File: src/rtl/module_control.sv
// -----------------------------------------------------------------------------
// module_control
//
// Instruction sequencer for a small CPU. It waits for the execute button,
// latches the instruction fields and then steps through decode, register
// read, ALU calculation, register write/clear and display. It handshakes with
// the ALU and the display controller at each step.
//
// Ports:
//   clk          single clock, rising edge
//   rst          synchronous active-high reset
//   power        1 = CPU on, 0 = CPU off (forces OFF on the next edge)
//   send         execute button level; a rising edge starts an instruction
//   instruction  [17:15] opcode, [14:11] dst, [10:7] src1, [6:3] src2,
//                [6] sign, [5:0] imm
//   decoded      ALU decode-done handshake
//   calculated   ALU calc-done handshake
//   lcdDone      display-done handshake
//   stateCPU     current state (OFF=0 .. STORE=6)
//   opcode, sinalImm, Imm, addrDst, addrSrc1, addrSrc2
//                instruction fields latched when an instruction starts
//   ramWe        one-cycle register-file write strobe (in STORE)
//   ramClear     one-cycle clear-all strobe (in STORE, CLEAR opcode)
//   lcdStart     one-cycle display start strobe (first SHOW cycle)
//   busy         1 in every state except OFF and FETCH
//   error        sticky handshake timeout flag, cleared by the next start
//
// Every output comes straight from a flop. The strobes and busy are computed
// from the next state so that they line up with the registered stateCPU.
// -----------------------------------------------------------------------------
module module_control #(
    parameter int TIMEOUT = 15
) (
    input  logic        clk,
    input  logic        rst,
    input  logic        power,
    input  logic        send,
    input  logic [17:0] instruction,
    input  logic        decoded,
    input  logic        calculated,
    input  logic        lcdDone,
    output logic [2:0]  stateCPU,
    output logic [2:0]  opcode,
    output logic        sinalImm,
    output logic [5:0]  Imm,
    output logic [3:0]  addrDst,
    output logic [3:0]  addrSrc1,
    output logic [3:0]  addrSrc2,
    output logic        ramWe,
    output logic        ramClear,
    output logic        lcdStart,
    output logic        busy,
    output logic        error
);
    // The counter never has to hold more than TIMEOUT-1: the state is left
    // on the cycle it would reach TIMEOUT.
    localparam int CNT_W = (TIMEOUT < 2) ? 1 : $clog2(TIMEOUT);

    localparam logic [2:0] OP_CLEAR   = 3'b110;
    localparam logic [2:0] OP_DISPLAY = 3'b111;

    typedef enum logic [2:0] {
        S_OFF    = 3'b000,
        S_FETCH  = 3'b001,
        S_DECODE = 3'b010,
        S_READ   = 3'b011,
        S_CALC   = 3'b100,
        S_SHOW   = 3'b101,
        S_STORE  = 3'b110
    } state_t;

    state_t             state_reg, state_next;
    logic [CNT_W-1:0]   wait_cnt_reg, wait_cnt_next;
    logic               send_prev_reg;
    logic               error_reg, error_next;
    logic               latch_fields;
    logic               send_edge;
    logic               timeout_hit;
    logic               waiting;

    logic [2:0]         opcode_reg;
    logic               sign_reg;
    logic [5:0]         imm_reg;
    logic [3:0]         dst_reg, src1_reg, src2_reg;
    logic               ram_we_reg, ram_we_next;
    logic               ram_clear_reg, ram_clear_next;
    logic               lcd_start_reg, lcd_start_next;
    logic               busy_reg, busy_next;

    // Next-state logic. power=0 overrides everything, including a handshake
    // or timeout arriving in the same cycle.
    always_comb begin
        state_next   = state_reg;
        error_next   = error_reg;
        latch_fields = 1'b0;
        send_edge    = send & ~send_prev_reg;
        timeout_hit  = (wait_cnt_reg == CNT_W'(TIMEOUT - 1));

        if (!power) begin
            state_next = S_OFF;
        end else begin
            case (state_reg)
                S_OFF:    state_next = S_FETCH;
                S_FETCH: begin
                    // Edges seen in any other state are simply not looked at,
                    // so they are dropped rather than queued.
                    if (send_edge) begin
                        state_next   = S_DECODE;
                        latch_fields = 1'b1;
                        error_next   = 1'b0;
                    end
                end
                S_DECODE: begin
                    if (decoded) begin
                        state_next = S_READ;
                    end else if (timeout_hit) begin
                        state_next = S_FETCH;
                        error_next = 1'b1;
                    end
                end
                S_READ:   state_next = S_CALC;
                S_CALC: begin
                    if (calculated) begin
                        state_next = (opcode_reg == OP_DISPLAY) ? S_SHOW : S_STORE;
                    end else if (timeout_hit) begin
                        state_next = S_FETCH;
                        error_next = 1'b1;
                    end
                end
                S_STORE:  state_next = S_SHOW;
                S_SHOW: begin
                    if (lcdDone) begin
                        state_next = S_FETCH;
                    end else if (timeout_hit) begin
                        state_next = S_FETCH;
                        error_next = 1'b1;
                    end
                end
                default:  state_next = S_OFF;
            endcase
        end
    end

    // Wait counter and registered-output precompute.
    always_comb begin
        waiting = (state_reg == S_DECODE) || (state_reg == S_CALC) ||
                  (state_reg == S_SHOW);

        if (state_next != state_reg) begin
            wait_cnt_next = '0;
        end else if (waiting) begin
            wait_cnt_next = wait_cnt_reg + 1'b1;
        end else begin
            wait_cnt_next = wait_cnt_reg;
        end

        ram_we_next    = (state_next == S_STORE) && (opcode_reg != OP_CLEAR);
        ram_clear_next = (state_next == S_STORE) && (opcode_reg == OP_CLEAR);
        lcd_start_next = (state_next == S_SHOW) && (state_reg != S_SHOW);
        busy_next      = (state_next != S_OFF) && (state_next != S_FETCH);
    end

    always_ff @(posedge clk) begin
        if (rst) begin
            state_reg     <= S_OFF;
            wait_cnt_reg  <= '0;
            send_prev_reg <= 1'b0;
            error_reg     <= 1'b0;
            opcode_reg    <= '0;
            sign_reg      <= 1'b0;
            imm_reg       <= '0;
            dst_reg       <= '0;
            src1_reg      <= '0;
            src2_reg      <= '0;
            ram_we_reg    <= 1'b0;
            ram_clear_reg <= 1'b0;
            lcd_start_reg <= 1'b0;
            busy_reg      <= 1'b0;
        end else begin
            state_reg     <= state_next;
            wait_cnt_reg  <= wait_cnt_next;
            send_prev_reg <= send;
            error_reg     <= error_next;
            ram_we_reg    <= ram_we_next;
            ram_clear_reg <= ram_clear_next;
            lcd_start_reg <= lcd_start_next;
            busy_reg      <= busy_next;
            // Fields hold until the next instruction start; OFF leaves them.
            if (latch_fields) begin
                opcode_reg <= instruction[17:15];
                dst_reg    <= instruction[14:11];
                src1_reg   <= instruction[10:7];
                src2_reg   <= instruction[6:3];
                sign_reg   <= instruction[6];
                imm_reg    <= instruction[5:0];
            end
        end
    end

    assign stateCPU = state_reg;
    assign opcode   = opcode_reg;
    assign sinalImm = sign_reg;
    assign Imm      = imm_reg;
    assign addrDst  = dst_reg;
    assign addrSrc1 = src1_reg;
    assign addrSrc2 = src2_reg;
    assign ramWe    = ram_we_reg;
    assign ramClear = ram_clear_reg;
    assign lcdStart = lcd_start_reg;
    assign busy     = busy_reg;
    assign error    = error_reg;

endmodule

File: config.mk
export PLATFORM = sky130hd
export DESIGN_NAME = module_control
export DESIGN_NICKNAME = d
export VERILOG_FILES = /design/src/rtl/module_control.sv
export SDC_FILE = /design/constraint.sdc
export NUM_CORES = 1
export LEC_CHECK = 0
export CELL_PAD_IN_SITES_DETAIL_PLACEMENT = 0
export CELL_PAD_IN_SITES_GLOBAL_PLACEMENT = 1
export CORE_ASPECT_RATIO = 1.25
export CORE_MARGIN = 2
export CORE_UTILIZATION = 31
export DETAILED_ROUTE_END_ITERATION = 6
export PLACE_DENSITY = 0.78
export SETUP_SLACK_MARGIN = 0.02
export SLEW_MARGIN = 20
export SYNTH_ARGS = -nofsm -noshare
export SYNTH_HDL_FRONTEND = slang
export SYNTH_SLANG_ARGS = --single-unit
File: constraint.sdc
create_clock -name clk -period 2.11 [get_ports clk]
set_clock_uncertainty 0.2 [all_clocks]
set_input_delay 0.422 -clock clk [delete_from_list [all_inputs] [get_ports clk]]
set_output_delay 0.422 -clock clk [all_outputs]
set_load 0.05 [all_outputs]
Fig. 1: PDN straps and rails
Bar = 20 um. Pins as bars on the die edge.
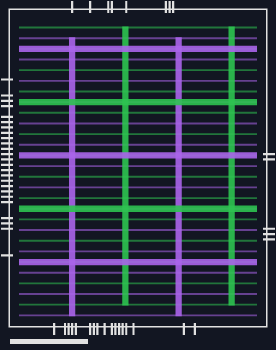
purple -> VSS
green -> VDD
met1 rails = 28
signal pins = 55
met5 straps = 5
met4 straps = 4
rows = 27
die width: 65.3 um
VDD IR max: 0.000557 V
core area: 4460 um^2
overall die height: 80.6 um

Fig. 2: cell classes on the final placement
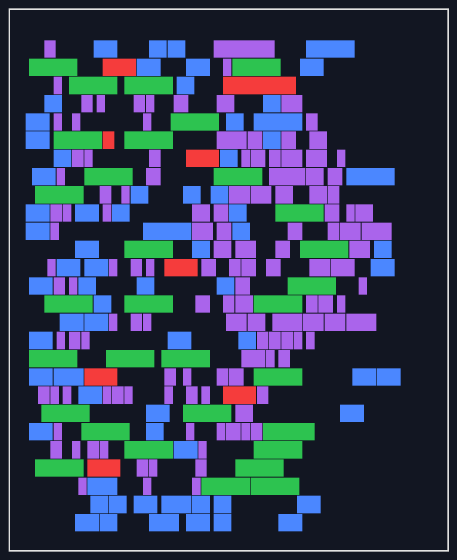
purple -> all other logic  # cells 131, share of their area 35%
red -> clock drivers and dummy loads  # cells 8, share of their area 5.4%
blue -> other buffers and delay cells  # cells 69, share of their area 31%
green -> flip-flops  # cells 31, share of their area 29%
cell row count: 27
post-layout util: 0.504
final instance area: 2250 um^2
sequential cell area share: 0.277

Fig. 3: clock distribution
Bar = 20 um.
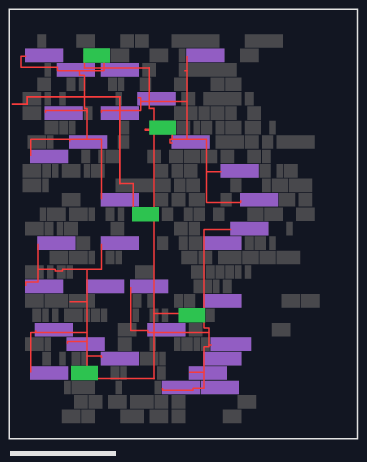
red -> clock wires  # length 433 um
green -> cells driving clock nets  # count 5
purple -> flip-flops  # count 31
routed clock nets = 6
Clock group: 0.606 mW
clock power share: 0.436
Clock Latency Late Sink: 0.28 ns

==> changes_impl.md <==
## Flow update

- Post-synth seq share: 0.426
- Worst flop-to-flop path startpoint: wait_cnt_reg[0]
- Switching pwr: 0.322 mW
- Crit path launch type: flip-flop
- Top Family by Delay on Critical Path: buffers and inverters
- Clk slew on worst S/H paths: 0.07 ns
- # Max-Cap Violations: 0
- DRT antenna net count: 0
- Layout Cells excl Fill: 297
- Fmax: 0.488 GHz
- Setup crit end kind: output port
- CP Depth: 1
- Antenna Cells: 0
- Post-synthesis simple-gate area fraction: 0.293
- GR peak layer: met2
- Hold Path Class: flip-flop to flip-flop
- Post-Syn Area: 1460 um^2
- Critical path cell sequence: clkdlybuf4s50_1
- Slew Limit Fails: 0
- GRT overflow: 0
- Most area-hungry cell type in the Yosys netlist: dfxtp_1
- Slew @ Worst Pin: 0.648 ns
- R2r worst-path depth: 6
- Crit path buffers/inverters: 1
- Vias per cell: 4.80
- Warning count from the yosys run: 0
- Final hold vios: 0
- Fin crit period: 2.05 ns
- Cell Type Count: 42
- Post-Syn Instances: 175
- # nets final: 265
- M1 GR Usage: 0.178
- Pint: 1.07 mW
- Critical Path AT: 1.43 ns
- Post-CTS Setup Repair Bufs: 0
- Top non-seq family: simple AND/OR/NAND/NOR gates
- AO/OA Area Share: 0.168
- Die Size: 5270 um^2
- First-pass DRT Iterations: 4
- HPWL Detailed: 2730 um
- Core Util at FP: 0.327
- CP required: 1.49 ns
- I/O pin total: 55
- Mapped Nets: 202
- Largest type area fraction: 0.426
- Min Hold Slack: 0.258 ns
- Post-cts sizing count: 0
- Status: complete, no violations
- Place WS: -0.140 ns
- Ys flops: 31
- XORs/XNORs by Area: 0.0241
- Port Buffers: 54
- 1st-iter DRT viols: 51
- Cell area power density: 618 nW/um^2
- Initial antenna violation count: 0
- Vias in the first global route: 1364
- Most frequent cells in the layout: 40 x nand2_1, 32 x clkdlybuf4s50_1, 30 x dfxtp_1, 29 x buf_4, 24 x a21oi_1
- Synthesized area per cell: 8.32 um^2
- Hold_buf cts: 0
- Reg2reg end: wait_cnt_reg[3]
- Htree depth: 2
- Power Total: 1.39 mW
- CP peak stage delay: 0.81 ns
- Residual DRC count: 0
- Yosys Instances: 175
- CTS sink count: 31
- Hold Crit Depth: 2
- Setup ws final: 0.0617 ns
- Count of final setup violators: 0
- Hold Path Sink: Imm[2]
- R2R setup slack: 0.13 ns
- Placed Cells: 289
- Dominant logic cell type in the layout: nand2_1
- Combinational power share: 0.130
- Register share of total power: 0.434
- Max Root-Sink Buffers: 2
- Crit path max fanout: 2
- Routability-driven placement congestion ratio: 0.777
- Largest net degree at the start of global routing: 21
- Largest register FFs: 5
- WS Path Type: flip-flop to output port
- Crit-path slowest cell: clkdlybuf4s50_1
- Static Leak: 0.922 nW
- Period utilisation layout: 0.971
- Global-route wire length before repair: 6310 um
- Share of cells above drive strength 1: 0.197
- Area Growth Syn to Fin: 54.3%
- Met3 usage: 0.0504
- OpenROAD warnings: 28
- Met2 GRT Util: 0.257
- FA/HA/MAJ Cells, Area Fraction: 0.0172
- CTS tree: yes
- Switching Fraction: 0.232
- DP Area: 2110 um^2
- Rel. slew slack: 0.565
- Mux area share: 0.00687
- Hold path startpoint: Imm[2]
- Yosys stat area: 1460 um^2
- Root Driver: clkbuf_8
- RSZ-0062 raised after global routing: yes
- Top cells by area: dfxtp_1 43%, nand2_1 10%, a21oi_1 8.2%
Fig. 4: routed metal, one color a layer
Bar = 20 um.
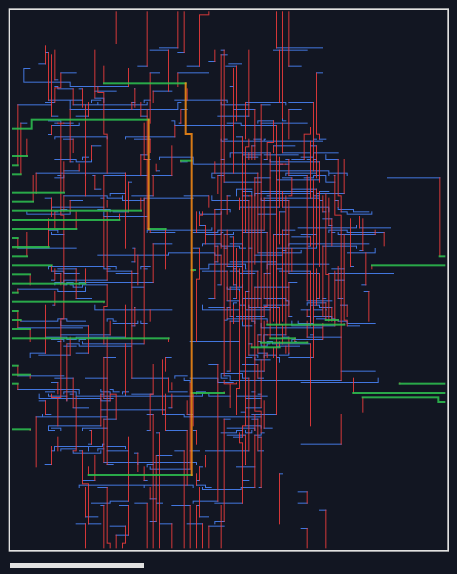
red -> met2  # wire length 1900 um
blue -> met1  # wire length 1520 um
orange -> met4  # wire length 75.7 um
green -> met3  # wire length 265 um
Detailed Route WL: 3760 um
WL/cell: 12.7 um
total number of vias: 1425
Total GRT Usage: 0.156

Fig. 5: clock nets
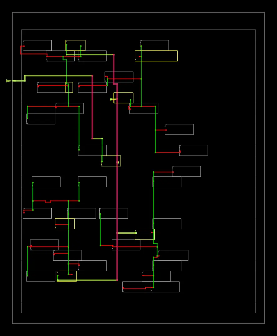
TritonCTS buffer count: 5
layout sequential cell count: 31

-- power groups by stage --
| stage | Sequential, mW | Combinational [mW] | Clock, mW |
|---|---|---|---|
| detailed placement | 0.616 | 0.179 | 0 |
| floorplan | 0.644 | 0.0588 | 0 |
| CTS | 0.603 | 0.180 | 0.624 |
| global route | 0.604 | 0.194 | 0.645 |
| finish | 0.603 | 0.180 | 0.606 |
| global placement | 0.616 | 0.180 | 0 |
-- layout make-up --
type | count | area, um^2
multi-input cells | 126 | 748
clock buffers | 6 | 82.6
repair buffers | 69 | 668
clock inverters | 2 | 35.0
inverters | 5 | 18.8
flip-flops and latches | 31 | 622
fillers | 443 | 2210
well taps | 58 | 72.6
-- cell usage after synthesis --
| cell type | count |
|---|---|
| a2111oi_2 | 1 |
| a211oi_1 | 2 |
| a21boi_0 | 2 |
| a21oi_1 | 24 |
| a221oi_1 | 1 |
| a22o_1 | 2 |
| a31oi_1 | 1 |
| a32oi_1 | 1 |
| and2_1 | 2 |
| and3_1 | 1 |
| and3b_1 | 1 |
| buf_2 | 5 |
| buf_4 | 5 |
| clkbuf_1 | 2 |
| clkbuf_2 | 1 |
| dfxtp_1 | 31 |
| ha_1 | 2 |
| inv_1 | 4 |
| inv_2 | 1 |
| mux2i_1 | 1 |
| nand2_1 | 40 |
| nand2b_1 | 6 |
| nand3_1 | 6 |
| nand3b_1 | 2 |
| nand4_1 | 1 |
| nand4b_1 | 2 |
| nor2_1 | 2 |
| nor2b_1 | 4 |
| nor3_1 | 2 |
| nor3b_1 | 2 |
| nor3b_2 | 1 |
| nor4_1 | 5 |
| nor4bb_4 | 1 |
| o2111ai_1 | 1 |
| o211a_1 | 1 |
| o21a_1 | 1 |
| o21ai_1 | 1 |
| o31ai_1 | 1 |
| or3b_1 | 1 |
| or4_1 | 1 |
| xnor2_1 | 3 |
| xor2_1 | 1 |
-- per-stage QoR --
stage	util	setup TNS [ns]
6_report	0.504	0
5_1_grt	0.504	0
4_1_cts	0.500	0
3_5_place_dp	0.474	-1.20
3_3_place_gp	0.474	-1.32
2_1_floorplan	-	0
-- worst max-delay path by stage --
stage	from	to	slack, ns
after global routing	addrSrc1[1]	addrSrc1[1]	0.02
after global placement	send	wait_cnt_reg[2]	-0.12
final	addrSrc1[0]	addrSrc1[0]	0.06
after CTS	Imm[4]	Imm[4]	0.02
after floorplan	stateCPU[2]	wait_cnt_reg[1]	0.13
after detailed placement	send	wait_cnt_reg[3]	-0.14
-- layer usage --
metal | routed length, um | vias up | part of all wire
met1 | 1520 | 643 | 0.40
met5 | 0 | - | 0
met2 | 1900 | 46 | 0.50
li1 | - | 729 | -
met3 | 265 | 7 | 0.070
met4 | 75 | 0 | 0.020
-- cells by family (layout without fill, tap and decap cells) --
| kind of cell | count (synthesis) | in the layout |
|---|---|---|
| DFF | 31 | 31 |
| muxes | 1 | 1 |
| buffers and inverters | 18 | 82 |
| adders and majority gates | 2 | 2 |
| xor gates and xnor gates | 4 | 4 |
| AOI/OAI and AO/OA | 39 | 39 |
| and+or+nand+nor | 80 | 80 |
No activity file was given, so power comes from the tool's default toggle rates.
